===== config.mk =====
export PLATFORM = sky130hd
export DESIGN_NAME = z_move_sequencer
export DESIGN_NICKNAME = d
export VERILOG_FILES = /design/src/rtl/stepper_pkg.sv /design/src/rtl/cmd_fifo.sv /design/src/rtl/z_move_sequencer.sv
export SDC_FILE = /design/constraint.sdc
export NUM_CORES = 1
export LEC_CHECK = 0
export CORE_ASPECT_RATIO = 0.6
export CORE_MARGIN = 5
export CORE_UTILIZATION = 56
export CTS_CLUSTER_SIZE = 20
export DETAILED_ROUTE_END_ITERATION = 7
export HOLD_SLACK_MARGIN = 0.05
export PLACE_DENSITY = 0.82
export SYNTH_ARGS = -nofsm -noshare
export SYNTH_HDL_FRONTEND = slang
export SYNTH_SLANG_ARGS = --single-unit

===== constraint.sdc =====
create_clock -name clk -period 3.83 [get_ports clk]
set_input_delay 0.5745 -clock clk [delete_from_list [all_inputs] [get_ports clk]]
set_output_delay 0.5745 -clock clk [all_outputs]
set_load 0.01 [all_outputs]

===== src/rtl/stepper_pkg.sv =====
`default_nettype none
// +------------------------------------------------------------------+
// | stepper_pkg                                                      |
// | Shared types for the axis move sequencers.                       |
// | Rev 1.0                                                          |
// +------------------------------------------------------------------+
package stepper_pkg;

   localparam int STEP_DIR_BIT = 31;

   typedef enum logic [2:0] {
      ST_IDLE    = 3'd0,
      ST_CHECK   = 3'd1,
      ST_ISSUE   = 3'd2,
      ST_RUN     = 3'd3,
      ST_DONE    = 3'd4,
      ST_BLOCK   = 3'd5,
      ST_RELEASE = 3'd6
   } seq_state_t;

   typedef struct packed {
      logic        home;
      logic [31:0] steps;
      logic [31:0] speed;
   } cmd_entry_t;

endpackage
`default_nettype wire


===== src/rtl/cmd_fifo.sv =====
`default_nettype none
// +------------------------------------------------------------------+
// | cmd_fifo                                                         |
// | Synchronous show-ahead FIFO with occupancy output.               |
// | Rev 1.0                                                          |
// +------------------------------------------------------------------+
module cmd_fifo #(
   parameter int WIDTH = 65,
   parameter int DEPTH = 4
) (
   input  logic                     clk,
   input  logic                     rst_n,
   input  logic                     i_wr_en,
   input  logic [WIDTH-1:0]         i_wr_data,
   input  logic                     i_rd_en,
   output logic [WIDTH-1:0]         o_rd_data,
   output logic                     o_full,
   output logic                     o_empty,
   output logic [$clog2(DEPTH):0]   o_level
);

   localparam int AW = $clog2(DEPTH);

   logic [WIDTH-1:0] r_mem [DEPTH];
   logic [AW:0]      r_wr_ptr;
   logic [AW:0]      r_rd_ptr;
   logic [AW:0]      w_level;
   logic             w_do_wr;
   logic             w_do_rd;

   // Pointers carry one extra wrap bit so full and empty stay distinct.
   assign w_level   = r_wr_ptr - r_rd_ptr;
   assign o_level   = w_level;
   assign o_full    = (w_level == (AW+1)'(DEPTH));
   assign o_empty   = (w_level == '0);
   assign w_do_wr   = i_wr_en & ~o_full;
   assign w_do_rd   = i_rd_en & ~o_empty;
   assign o_rd_data = r_mem[r_rd_ptr[AW-1:0]];

   always_ff @(posedge clk) begin
      if (w_do_wr) begin
         r_mem[r_wr_ptr[AW-1:0]] <= i_wr_data;
      end
   end

   always_ff @(posedge clk or negedge rst_n) begin
      if (!rst_n) begin
         r_wr_ptr <= '0;
         r_rd_ptr <= '0;
      end else begin
         if (w_do_wr) r_wr_ptr <= r_wr_ptr + 1'b1;
         if (w_do_rd) r_rd_ptr <= r_rd_ptr + 1'b1;
      end
   end

endmodule
`default_nettype wire


===== src/rtl/z_move_sequencer.sv =====
`default_nettype none
// +------------------------------------------------------------------+
// | z_move_sequencer                                                 |
// | Buffers relative Z moves and launches them on the stepper driver;|
// | tracks absolute position. Optional homing via Z_HOMING_EN.       |
// | Rev 1.0                                                          |
// +------------------------------------------------------------------+
module z_move_sequencer
   import stepper_pkg::*;
#(
   parameter int          FIFO_DEPTH     = 4,
   parameter int          ACK_TIMEOUT    = 3,
   parameter logic [30:0] HOME_MAX_STEPS = 31'h00FF_FFFF
) (
   input  logic                          clk,
   input  logic                          rst_n,
   input  logic                          cmd_valid,
   output logic                          cmd_ready,
   input  logic [31:0]                   cmd_steps,
   input  logic [31:0]                   cmd_speed,
   input  logic                          cmd_home,
   output logic [31:0]                   stepper_step_in,
   output logic [31:0]                   stepper_speed,
   output logic                          start_driving,
   input  logic                          stepper_driving,
   input  logic [31:0]                   stepper_step_out,
   input  logic                          zmin,
   input  logic                          zmax,
   output logic                          busy,
   output logic [$clog2(FIFO_DEPTH):0]   fifo_level,
   output logic [31:0]                   z_position,
   output logic                          blocked_err,
   output logic                          home_fail
);

   localparam int CW = $clog2(ACK_TIMEOUT + 1);

   seq_state_t  r_state;
   seq_state_t  w_state_nxt;
   cmd_entry_t  w_wr_entry;
   cmd_entry_t  w_rd_entry;
   logic        w_full;
   logic        w_empty;
   logic        w_wr;
   logic        w_pop;
   logic        w_wr_home;
   logic        w_home_hit;
   logic        w_home_miss;
   logic [31:0] w_pop_steps;
   logic [31:0] r_act_steps;
   logic [31:0] r_act_speed;
   logic [CW-1:0] r_ack_cnt;
   logic [31:0] r_z;

   assign cmd_ready = ~w_full;
   assign w_wr      = cmd_valid & cmd_ready;

   always_comb begin
      w_wr_entry       = '0;
      w_wr_entry.home  = w_wr_home;
      w_wr_entry.steps = cmd_steps;
      w_wr_entry.speed = (cmd_speed == 32'd0) ? 32'd1 : cmd_speed;
   end

   cmd_fifo #(
      .WIDTH (65),
      .DEPTH (FIFO_DEPTH)
   ) u_fifo (
      .clk       (clk),
      .rst_n     (rst_n),
      .i_wr_en   (w_wr),
      .i_wr_data (w_wr_entry),
      .i_rd_en   (w_pop),
      .o_rd_data (w_rd_entry),
      .o_full    (w_full),
      .o_empty   (w_empty),
      .o_level   (fifo_level)
   );

`ifdef Z_HOMING_EN
   localparam logic [31:0] c_HOME_STEPS = 32'd0 - {1'b0, HOME_MAX_STEPS};

   logic r_act_home;
   logic r_home_fail;
   logic w_unused;

   assign w_wr_home   = cmd_home;
   assign w_pop_steps = w_rd_entry.home ? c_HOME_STEPS : w_rd_entry.steps;
   assign w_home_hit  = r_act_home & zmin;
   assign w_home_miss = r_act_home & ~zmin;
   assign home_fail   = r_home_fail;
   assign w_unused    = zmax;

   always_ff @(posedge clk or negedge rst_n) begin
      if (!rst_n) begin
         r_act_home  <= 1'b0;
         r_home_fail <= 1'b0;
      end else begin
         if (w_pop) r_act_home <= w_rd_entry.home;
         // A failure raised this cycle outranks a clear from a new command.
         if (w_home_miss && (r_state == ST_DONE || r_state == ST_BLOCK))
            r_home_fail <= 1'b1;
         else if (w_wr)
            r_home_fail <= 1'b0;
      end
   end
`else
   logic w_unused;

   assign w_wr_home   = 1'b0;
   assign w_pop_steps = w_rd_entry.steps;
   assign w_home_hit  = 1'b0;
   assign w_home_miss = 1'b0;
   assign home_fail   = 1'b0;
   assign w_unused    = zmax ^ zmin ^ cmd_home ^ w_rd_entry.home ^ w_home_miss;
`endif

   always_ff @(posedge clk or negedge rst_n) begin
      if (!rst_n) r_state <= ST_IDLE;
      else        r_state <= w_state_nxt;
   end

   always_comb begin
      w_state_nxt   = r_state;
      w_pop         = 1'b0;
      start_driving = 1'b0;
      blocked_err   = 1'b0;
      case (r_state)
         ST_IDLE: begin
            if (!w_empty) begin
               w_pop       = 1'b1;
               w_state_nxt = ST_CHECK;
            end
         end
         ST_CHECK: begin
            w_state_nxt = (r_act_steps[30:0] == 31'd0) ? ST_IDLE : ST_ISSUE;
         end
         ST_ISSUE: begin
            start_driving = 1'b1;
            if (stepper_driving)              w_state_nxt = ST_RUN;
            else if (r_ack_cnt <= CW'(1))     w_state_nxt = ST_BLOCK;
         end
         ST_RUN: begin
            start_driving = 1'b1;
            if (!stepper_driving) w_state_nxt = ST_DONE;
         end
         ST_DONE:    w_state_nxt = ST_RELEASE;
         ST_BLOCK: begin
            // Refusal while homing onto an already-pressed zmin is a success.
            blocked_err = ~w_home_hit;
            w_state_nxt = ST_RELEASE;
         end
         ST_RELEASE: w_state_nxt = ST_IDLE;
         default:    w_state_nxt = ST_IDLE;
      endcase
   end

   always_ff @(posedge clk or negedge rst_n) begin
      if (!rst_n) begin
         r_act_steps <= '0;
         r_act_speed <= '0;
         r_ack_cnt   <= '0;
         r_z         <= '0;
      end else begin
         if (w_pop) begin
            r_act_steps <= w_pop_steps;
            r_act_speed <= w_rd_entry.speed;
         end
         if (r_state == ST_CHECK)
            r_ack_cnt <= CW'(ACK_TIMEOUT);
         else if (r_state == ST_ISSUE && r_ack_cnt != '0)
            r_ack_cnt <= r_ack_cnt - 1'b1;
         if (r_state == ST_DONE) begin
            if (w_home_hit) r_z <= 32'd0;
            else            r_z <= r_z + r_act_steps - stepper_step_out;
         end else if (r_state == ST_BLOCK && w_home_hit) begin
            r_z <= 32'd0;
         end
      end
   end

   assign stepper_step_in = r_act_steps;
   assign stepper_speed   = r_act_speed;
   assign z_position      = r_z;
   assign busy            = (r_state != ST_IDLE) | ~w_empty;

endmodule
`default_nettype wire


Fig. 1: run 1, a small window of the routed layout
Region (101, 85) to (131, 115) um. Cells in gray, sequential cells in the stronger gray; small squares are vias.
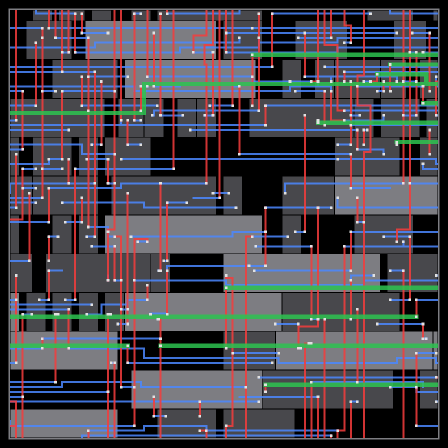
legend:
  blue:
    layer: metal 1
  red:
    layer: metal 2
  green:
    layer: metal 3
netlist names of flops here include: u_fifo.r_mem (6), stepper_step_in (2), z_position (2)
cells with their middle in the window: 53
most frequent: inv_1 (15), edfxtp_1 (6)
sequential cells in the window: 10

Fig. 2: run 1, gate families picked out
Drawn at 3 px/um.
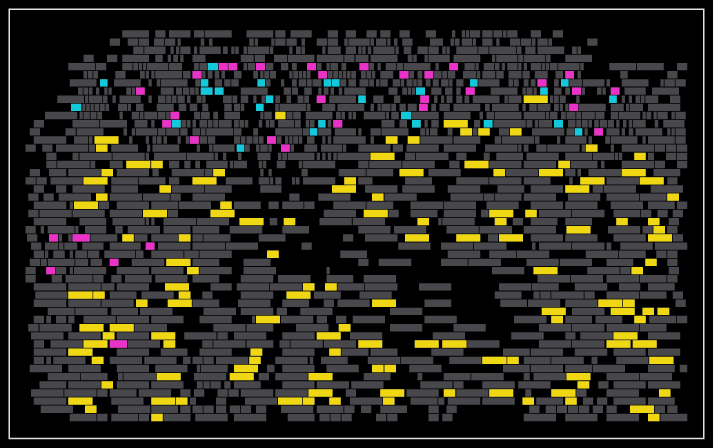
legend:
  yellow:
    family: mux cells
    cells: 130
  magenta:
    family: xor and xnor cells
    cells: 33
  cyan:
    family: non-inverting ao/oa cells
    cells: 26

Fig. 3: run 1, signal wires by layer
Drawn at 2 px/um. Only two layers are drawn.
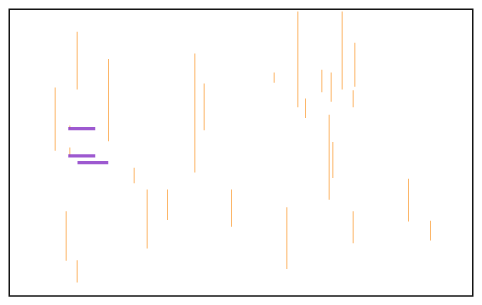
legend:
  orange:
    layer: metal 4
    wire_length: 586 um
  purple:
    layer: metal 5
    wire_length: 37.7 um
total vias in the final route: 9983
WL final: 38600 um
GRT Util Overall: 23.8%
detailed-route wire length per cell: 22.5 um

==> summary.txt, run 1 <==
The flow completed. Summed over all instances, the cell type with the most area after synthesis is edfxtp_1. Number of nets with antenna violations after routing landed at 0. Worst slew margin relative to its limit landed at between 20 and 30%. Total cells reported by yosys after synthesis landed at between 1000 and 1500. Maximum operating frequency landed at approximately 270 MHz. Ratio of cells with drive above 1 in the final layout landed at 18.9%. Per STA, the worst path is made up of inv_1, ha_1, fa_1, xnor2_2, xnor2_2, nand3_1, clkdlybuf4s50_1. Minimum clock period landed at 3660 ps.

The synthesized netlist has a Yosys-reported chip area of around 16000 um^2. For flop-to-flop paths, the worst setup slack is between 300 and 400 ps. Switching power total landed at a little over 8000 uW. According to the timing report, the data required time at the worst endpoint equals about 3300 ps. Maximum fanout encountered on the critical timing path landed at 6. The power report lists cell-internal power as 13300 uW. Among all stages on the critical path, the maximum delay recorded is 550 ps. The report counts max-capacitance violations totalling 0. The type recorded for the worst min-delay path is in2async.

As reported, the later end of the worst-skew pair has a clock insertion delay of 510 ps. Number of nets in the layout landed at around 1500. Of the total power, combinational logic draws 53.8%. Level count of the clock H-tree landed at 2. In this run, post-CTS hold repair placed 0 buffers. Final number of max-transition violations landed at 0.

Tally of unique sky130hd cells used after synthesis landed at 59. The cell sitting at the root of the clock tree is a clkbuf_16. Synthesis-stage register bit count landed at 363. Die width landed at between 200 and 250 um. After synthesis the cells add up to about 16000 um^2. Total die size landed at ~33000 um^2. Count of warnings emitted by yosys landed at 0. The STA report counts the stages on the worst setup path as 7.

Buffers added to address setup during post-CTS repair amount to 0. Leakage power summed over all cells landed at 0.00790 uW. TritonCTS built the clock tree.

Number of design-rule violations left by the first detailed-router iteration landed at 1058. On the critical path, the stage with the largest delay is an instance of clkdlybuf4s50_1. The die is between 100 and 150 um tall. Portion of the clock cycle consumed by the worst path in the final layout landed at between 90% and 100%. The share of the core area taken by cells at floorplan is 56.9%. In this run the critical register-to-register path is captured at z_position[20]. The flow ran to the end, and the final reports show no timing, DRC or antenna violations. Count of final setup violators landed at 0. Clock network fraction of total power landed at 16.7%. Setup slack at placement landed at -116 ps. In the post-synthesis netlist, the biggest area contributors are edfxtp_1, dfrtp_1, mux4_2, mux2_2, fa_1.
==> run 1: routing by layer <==
layer / global-route usage [%] / share of wire [%]
met3: 4.95 / 7.6
met2: 36.9 / 46
met1: 36.0 / 45
met5: 0 / 0.096
met4: 4.34 / 1.5
==> run 1: cells in the final DEF (no fill, tap or decap), types with 10 or more instances in the layout <==
cell type,count
edfxtp_1,256
clkdlybuf4s50_1,201
inv_1,136
dfrtp_1,105
mux2_2,65
mux4_2,64
nand2_1,60
o21ai_0,52
buf_4,49
a21oi_1,40
ha_1,39
clkbuf_16,37
fa_1,32
nor2_1,20
xnor2_1,18
nor4_1,16
a21o_1,13
xor2_1,13
nand4_1,11
nand3_1,10
==> run 1: sequential cells by signal, summed over array words and instances, names as in the netlist <==
register,count
r_ack_cnt,2
r_state,3
stepper_speed,32
stepper_step_in,32
u_fifo.r_mem,256
u_fifo.r_rd_ptr,3
u_fifo.r_wr_ptr,3
z_position,32
==> run 1: timing repair <==
| item | in CTS | in global routing |
|---|---|---|
| pin swaps | 0 | 0 |
| setup endpoints to repair | 1 | 1 |
| gates resized | 1 | 1 |
==> run 1: through the flow <==
stage          utilization (%)  instance area [um^2]  power, uW
2_1_floorplan                -                 16400      13400
3_3_place_gp              66.2                 19100      17400
3_5_place_dp              66.2                 19100      17700
4_1_cts                   70.4                 20300      21500
5_1_grt                   70.4                 20300      22900
6_report                  70.4                 20300      21500
==> run 1: kinds of logic after synthesis <==
group,after synthesis,synth area share (%)
AND-OR/OR-AND,146,5.53
XOR/XNOR,33,1.76
adder cells (fa/ha/maj),71,6.87
buffers and inverters,204,4.77
flip-flops,363,63.1
multiplexers,130,13.3
other,1,0.0228
AND/OR/NAND/NOR,152,4.60
==> run 1: power by group through the flow <==
stage / logic [uW] / registers (uW) / clock network (uW)
floorplan: 6960 / 6400 / 0
global placement: 11100 / 6320 / 0
detailed placement: 11300 / 6380 / 0
CTS: 11500 / 6320 / 3660
global route: 12600 / 6450 / 3850
finish: 11600 / 6320 / 3600
==> run 1: area by class of cell <==
class,instances,area [um^2],share of cell area [%]
flip-flops and latches,363,10400,51.1
well taps,375,469,2.31
repair buffers,253,2440,12.0
inverters,136,510,2.51
clock buffers,45,986,4.86
multi-input cells,533,5320,26.2
clock inverters,16,208,1.02
==> run 1: worst max path at each step <==
stage | slack (ps) | end | start
after detailed placement | -120 | z_position[31] | stepper_step_out[1]
after floorplan | 210 | u_fifo.r_mem[3][0] | u_fifo.r_wr_ptr[0]
final | 170 | cmd_ready | u_fifo.r_wr_ptr[0]
after global placement | -90 | z_position[28] | stepper_step_out[1]
after CTS | 210 | cmd_ready | u_fifo.r_wr_ptr[0]
after global routing | 20 | cmd_ready | u_fifo.r_wr_ptr[0]
## Run 2: what changed since run 1
--- a/config.mk
+++ b/config.mk
@@ -11,7 +11,7 @@
 export CTS_CLUSTER_SIZE = 20
 export DETAILED_ROUTE_END_ITERATION = 7
 export HOLD_SLACK_MARGIN = 0.05
-export PLACE_DENSITY = 0.82
+export PLACE_DENSITY = 0.89
 export SYNTH_ARGS = -nofsm -noshare
 export SYNTH_HDL_FRONTEND = slang
 export SYNTH_SLANG_ARGS = --single-unit
Fig. 4: run 2, routing congestion
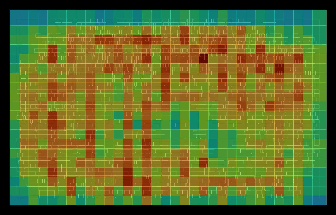
busiest grt layer: met2
global-route track usage on met3: 5.64%
Util after Layout: 70.5%

==> run 2 against run 1 <==
Cell area is 0.14% higher. Sequential power hardly changed. Register-to-register slack worse by 70 ps. Worst setup slack better by 81 ps. Wire length is 0.83% higher. Critical path depth is 4 higher. Area after synthesis stayed put. Die size stayed put. First-iteration DRC count is 18% lower. Total power hardly changed. Highest routed layer unchanged.
==> summary.txt, run 2 <==
The flow completed. The flow ran to the end, and the final reports show no timing, DRC or antenna violations. Number of max-cap violations landed at 0 (unchanged). Number of nets with antenna violations after routing landed at 0 (unchanged). Final total power landed at 21500 uW (about the same). On the critical path, the stage with the largest delay is an instance of fa_1. The cell area after technology mapping was 16400 um^2 (unchanged).

Maximum operating frequency landed at 280 MHz (+2.3%). Number of design-rule violations left by the first detailed-router iteration landed at 872 (-18%). The post-detailed-placement cell area was 19200 um^2 (+0.43%). After synthesis, the cell types taking the most area are edfxtp_1, dfrtp_1, mux4_2, mux2_2, fa_1. Count of cell instances traversed by the critical path landed at 11 (+4). The endpoint required time on the critical path is 4210 ps (+950 ps).

Effective utilization at floorplan landed at 56.9% (unchanged). Number of vias after detailed routing landed at 10100 (+1.3%). Die width landed at 231 um (unchanged).

The synthesis-stage register bit count came to 363 (unchanged). The minimum clock period came to 3580 ps (-81.1 ps). Chip area line of the yosys report landed at 16400 um^2 (unchanged).

Number of nets in the layout landed at 1501 (+0.40%). Total die size landed at 33000 um^2 (unchanged). Sum of routed wire length over all layers landed at 39000 um (+0.83%).
Fig. 5: run 2, gate families picked out
Drawn at 3 px/um.
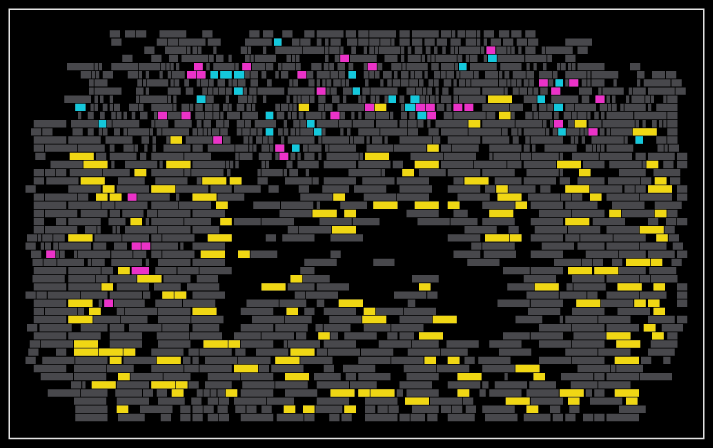
legend:
  cyan:
    family: non-inverting ao/oa cells
    cells: 26
  yellow:
    family: mux cells
    cells: 130
  magenta:
    family: xor and xnor cells
    cells: 33
number of cells in the finished layout apart from fillers: 1728
most frequent logic cell in the layout: edfxtp_1
logic share of the area: 26.1%

-- run 2: timing repair --
action,in CTS,in global routing
resized,0,2
endpoints found under the setup margin,0,4
hold buffers,0,0
-- run 2: metrics by stage --
step	setup slack, ps	util, %
after global placement	-81.4	66.5
after detailed placement	-174	66.5
after floorplan	209	-
after global routing	35.6	70.5
after CTS	75.0	70.5
final	253	70.5
-- run 2: kinds of logic (layout without fill, tap and decap cells) --
| kind of cell | Yosys count | in the layout | synth area share [%] |
|---|---|---|---|
| flip-flops | 363 | 363 | 63.1 |
| buffers and inverters | 204 | 457 | 4.77 |
| AND/OR/NAND/NOR | 152 | 152 | 4.60 |
| AND-OR/OR-AND | 146 | 146 | 5.53 |
| multiplexers | 130 | 130 | 13.3 |
| adder cells (fa/ha/maj) | 71 | 71 | 6.87 |
| XOR/XNOR | 33 | 33 | 1.76 |
| other | 1 | 1 | 0.0228 |
-- run 2: layout make-up --
type / count / area [um^2]
clock buffer: 52 / 1060
clock inverter: 10 / 80.1
fill: 1849 / 8500
inverter: 136 / 510
multi-input combinational: 533 / 5310
sequential: 363 / 10400
tap: 375 / 469
timing repair buffer: 259 / 2520
-- run 2: worst paths after layout --
path / from / slack (ps) / endpoint
setup / recovery: stepper_step_in[1] / 250 / z_position[28]
hold / removal: rst_n / 80 / stepper_speed[26]
setup reg to reg: stepper_step_in[1] / 250 / z_position[28]
hold reg to reg: stepper_speed[7] / 510 / stepper_speed[7]
max in group asynchronous: rst_n / 2910 / r_state[1]
min in group clk: stepper_speed[7] / 510 / stepper_speed[7]
-- run 2: layer usage --
| layer | GRT usage [%] | vias up | share of wire (%) |
|---|---|---|---|
| met3 | 5.64 | 60 | 8.4 |
| met4 | 4.75 | 6 | 1.7 |
| met1 | 34.8 | 5116 | 42 |
| met5 | 0 | - | 0.11 |
| met2 | 38.2 | 472 | 48 |
| li1 | - | 4459 | - |
-- run 2: where the power goes --
part	switching (uW)	internal (uW)	total (uW)
Combinational	6100	5680	11800
Sequential	717	5590	6310
Clock	1410	1990	3400
-- run 2: worst reg2reg max path, stage by stage (launching register included) --
cell and delay [ps]:
dfrtp_1 420, inv_1 90, fa_1 540, fa_1 480, nor2b_1 190, o2111ai_1 250, a21oi_2 330, o2111ai_1 300
o31a_1 410, o21ai_0 220, xnor2_1 150, o21ai_0 90
## Run 3: what changed since run 2
--- a/config.mk
+++ b/config.mk
@@ -5,6 +5,7 @@
 export SDC_FILE = /design/constraint.sdc
 export NUM_CORES = 1
 export LEC_CHECK = 0
+export ABC_AREA = 0
 export CORE_ASPECT_RATIO = 0.6
 export CORE_MARGIN = 5
 export CORE_UTILIZATION = 56
@@ -12,6 +13,7 @@
 export DETAILED_ROUTE_END_ITERATION = 7
 export HOLD_SLACK_MARGIN = 0.05
 export PLACE_DENSITY = 0.89
+export SKIP_CTS_REPAIR_TIMING = 1
 export SYNTH_ARGS = -nofsm -noshare
 export SYNTH_HDL_FRONTEND = slang
 export SYNTH_SLANG_ARGS = --single-unit
Fig. 6: run 3, met1 routing
Drawn at 2 px/um. Supply wires on this layer in gray.
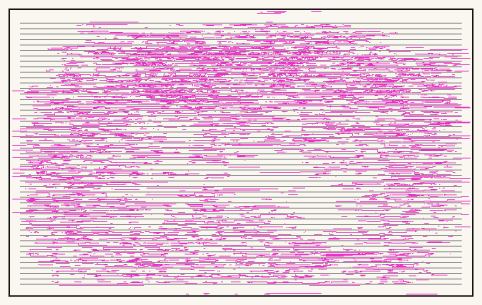
longest straight run: 46.0 um
nets with wire on the layer: 1397
WL final: 39000 um
total vias in the final route: 10100
met1 Track Usage GR: 34.8%

==> run 3 against run 2 <==
Sequential share of layout area unchanged. Clock power is essentially flat. Global-route usage did not move. Sequential power barely moved. Fmax unchanged. Critical path type unchanged.
==> summary.txt, run 3 <==
The flow completed. The maximum operating frequency came to 280 MHz (unchanged). Slack of the worst reg-to-reg path landed at 250 ps (about the same). Number of design-rule violations left by the first detailed-router iteration landed at 872 (unchanged). In this run the worst setup path terminates at z_position[28]. The area of all sequential standard cells is 10400 um^2 (unchanged). The critical path's slowest stage uses the library cell fa_1. Clock network fraction of total power landed at 15.8% (about the same). Cell area after technology mapping landed at 16400 um^2 (unchanged). The most common logic cell in the final layout is edfxtp_1. The synthesis-stage register bit count was 363 (unchanged). Number of fillers in the final layout landed at 1849 (unchanged).

STA lists the startpoint of the worst register-to-register path as stepper_step_in[1]. Warnings reported by Yosys during synthesis add up to 0. Number of nets in the layout landed at 1501 (unchanged). The die width was 231 um (unchanged). Utilization after layout landed at 70.5% (unchanged).

The endpoint required time on the critical path was 4210 ps (about the same). The area fraction of the largest cell type after synthesis is between 40 and 50%. Effective utilization at floorplan landed at 56.9% (unchanged). Switching share of power landed at 38.3% (unchanged). Total die size landed at 33000 um^2 (unchanged). Minimum clock period landed at 3580 ps (unchanged). Ranked by total cell area, the synthesized netlist is headed by edfxtp_1, dfrtp_1, mux4_2, mux2_2, fa_1.

According to the timing report, the critical path is launched from stepper_step_in[1]. Internal power of the cells landed at 13300 uW (unchanged). Number of nets with antenna violations after routing landed at 0 (unchanged).

Chip area line of the yosys report landed at 16400 um^2 (unchanged). Combinational gate area landed at 5310 um^2 (unchanged). In this run the critical register-to-register path is captured at z_position[28].

Switching power total landed at 8230 uW (unchanged). The flow ran to the end, and the final reports show no timing, DRC or antenna violations.
Fig. 7: run 3, signal wires by layer
Drawn at 2 px/um. Only two layers are drawn.
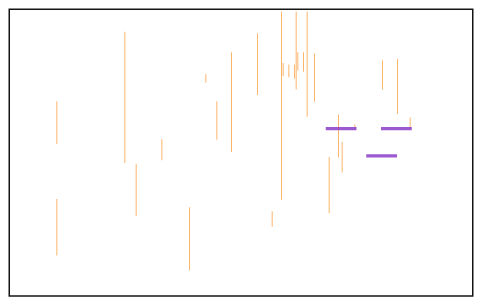
legend:
  orange:
    layer: metal 4
    wire_length: 651 um
  purple:
    layer: metal 5
    wire_length: 41.4 um
detailed-route wire length per cell: 22.5 um
GRT Util Overall: 24.0%

## run 3: area by class of cell
cell class / instances / area share, %
flip-flops and latches: 363 / 51.0
multi-input cells: 533 / 26.1
inverters: 136 / 2.51
well taps: 375 / 2.31
repair buffers: 259 / 12.4
clock buffers: 52 / 5.23
clock inverters: 10 / 0.394
## run 3: logic make-up (layout without fill, tap and decap cells)
| logic type | after synthesis | count (layout) | synth area share, % |
|---|---|---|---|
| xor gates and xnor gates | 33 | 33 | 1.76 |
| muxes | 130 | 130 | 13.3 |
| adders and majority gates | 71 | 71 | 6.87 |
| and+or+nand+nor | 152 | 152 | 4.60 |
| buffers and inverters | 204 | 457 | 4.77 |
| other | 1 | 1 | 0.0228 |
| DFF | 363 | 363 | 63.1 |
| AOI/OAI and AO/OA | 146 | 146 | 5.53 |
## run 3: layer usage
layer,global-route usage [%],vias to the layer above,part of all wire (%)
li1,-,4459,-
met1,34.8,5116,42
met2,38.2,472,48
met3,5.64,60,8.4
met4,4.75,6,1.7
met5,0,-,0.11
## run 3: worst max-delay path, delay by kind of cell (launching register included)
family / cells / cell delay [ps]
and+or+nand+nor: 1 / 190
DFF: 1 / 420
adders and majority gates: 2 / 1020
xor gates and xnor gates: 1 / 150
buffers and inverters: 1 / 90
AOI/OAI and AO/OA: 6 / 1600
## run 3: through the flow
| stage | setup slack (ps) | setup TNS, ps | hold slack (ps) | cell area, um^2 | cells |
|---|---|---|---|---|---|
| final | 253 | 0 | 75.7 | 20300 | 1728 |
| after global routing | 35.6 | 0 | 102 | 20300 | 1728 |
| after CTS | 75.0 | 0 | 84.4 | 20300 | 1728 |
| after detailed placement | -174 | -646 | 479 | 19200 | 1666 |
| after global placement | -81.4 | -183 | 478 | 19200 | 1666 |
| after floorplan | 209 | 0 | 279 | 16400 | 1100 |
## run 3: worst min-delay path by stage
stage	startpoint	to	slack, ps	cells after the start
after floorplan	rst_n	r_ack_cnt[0]	280	0
after global placement	u_fifo.r_wr_ptr[2]	u_fifo.r_wr_ptr[2]	480	1
after detailed placement	u_fifo.r_rd_ptr[2]	u_fifo.r_rd_ptr[2]	480	1
after CTS	rst_n	stepper_speed[26]	80	1
after global routing	rst_n	stepper_speed[26]	100	1
final	rst_n	stepper_speed[26]	80	1
## run 3: power by group through the flow
stage	clock network (uW)	logic [uW]	registers [uW]
final	3400	11800	6310
after floorplan	0	6960	6400
after global routing	3640	12800	6430
after CTS	3470	11700	6310
after detailed placement	0	11500	6370
after global placement	0	11200	6290
Power figures rest on the tool's default switching activity, not on a simulated workload.
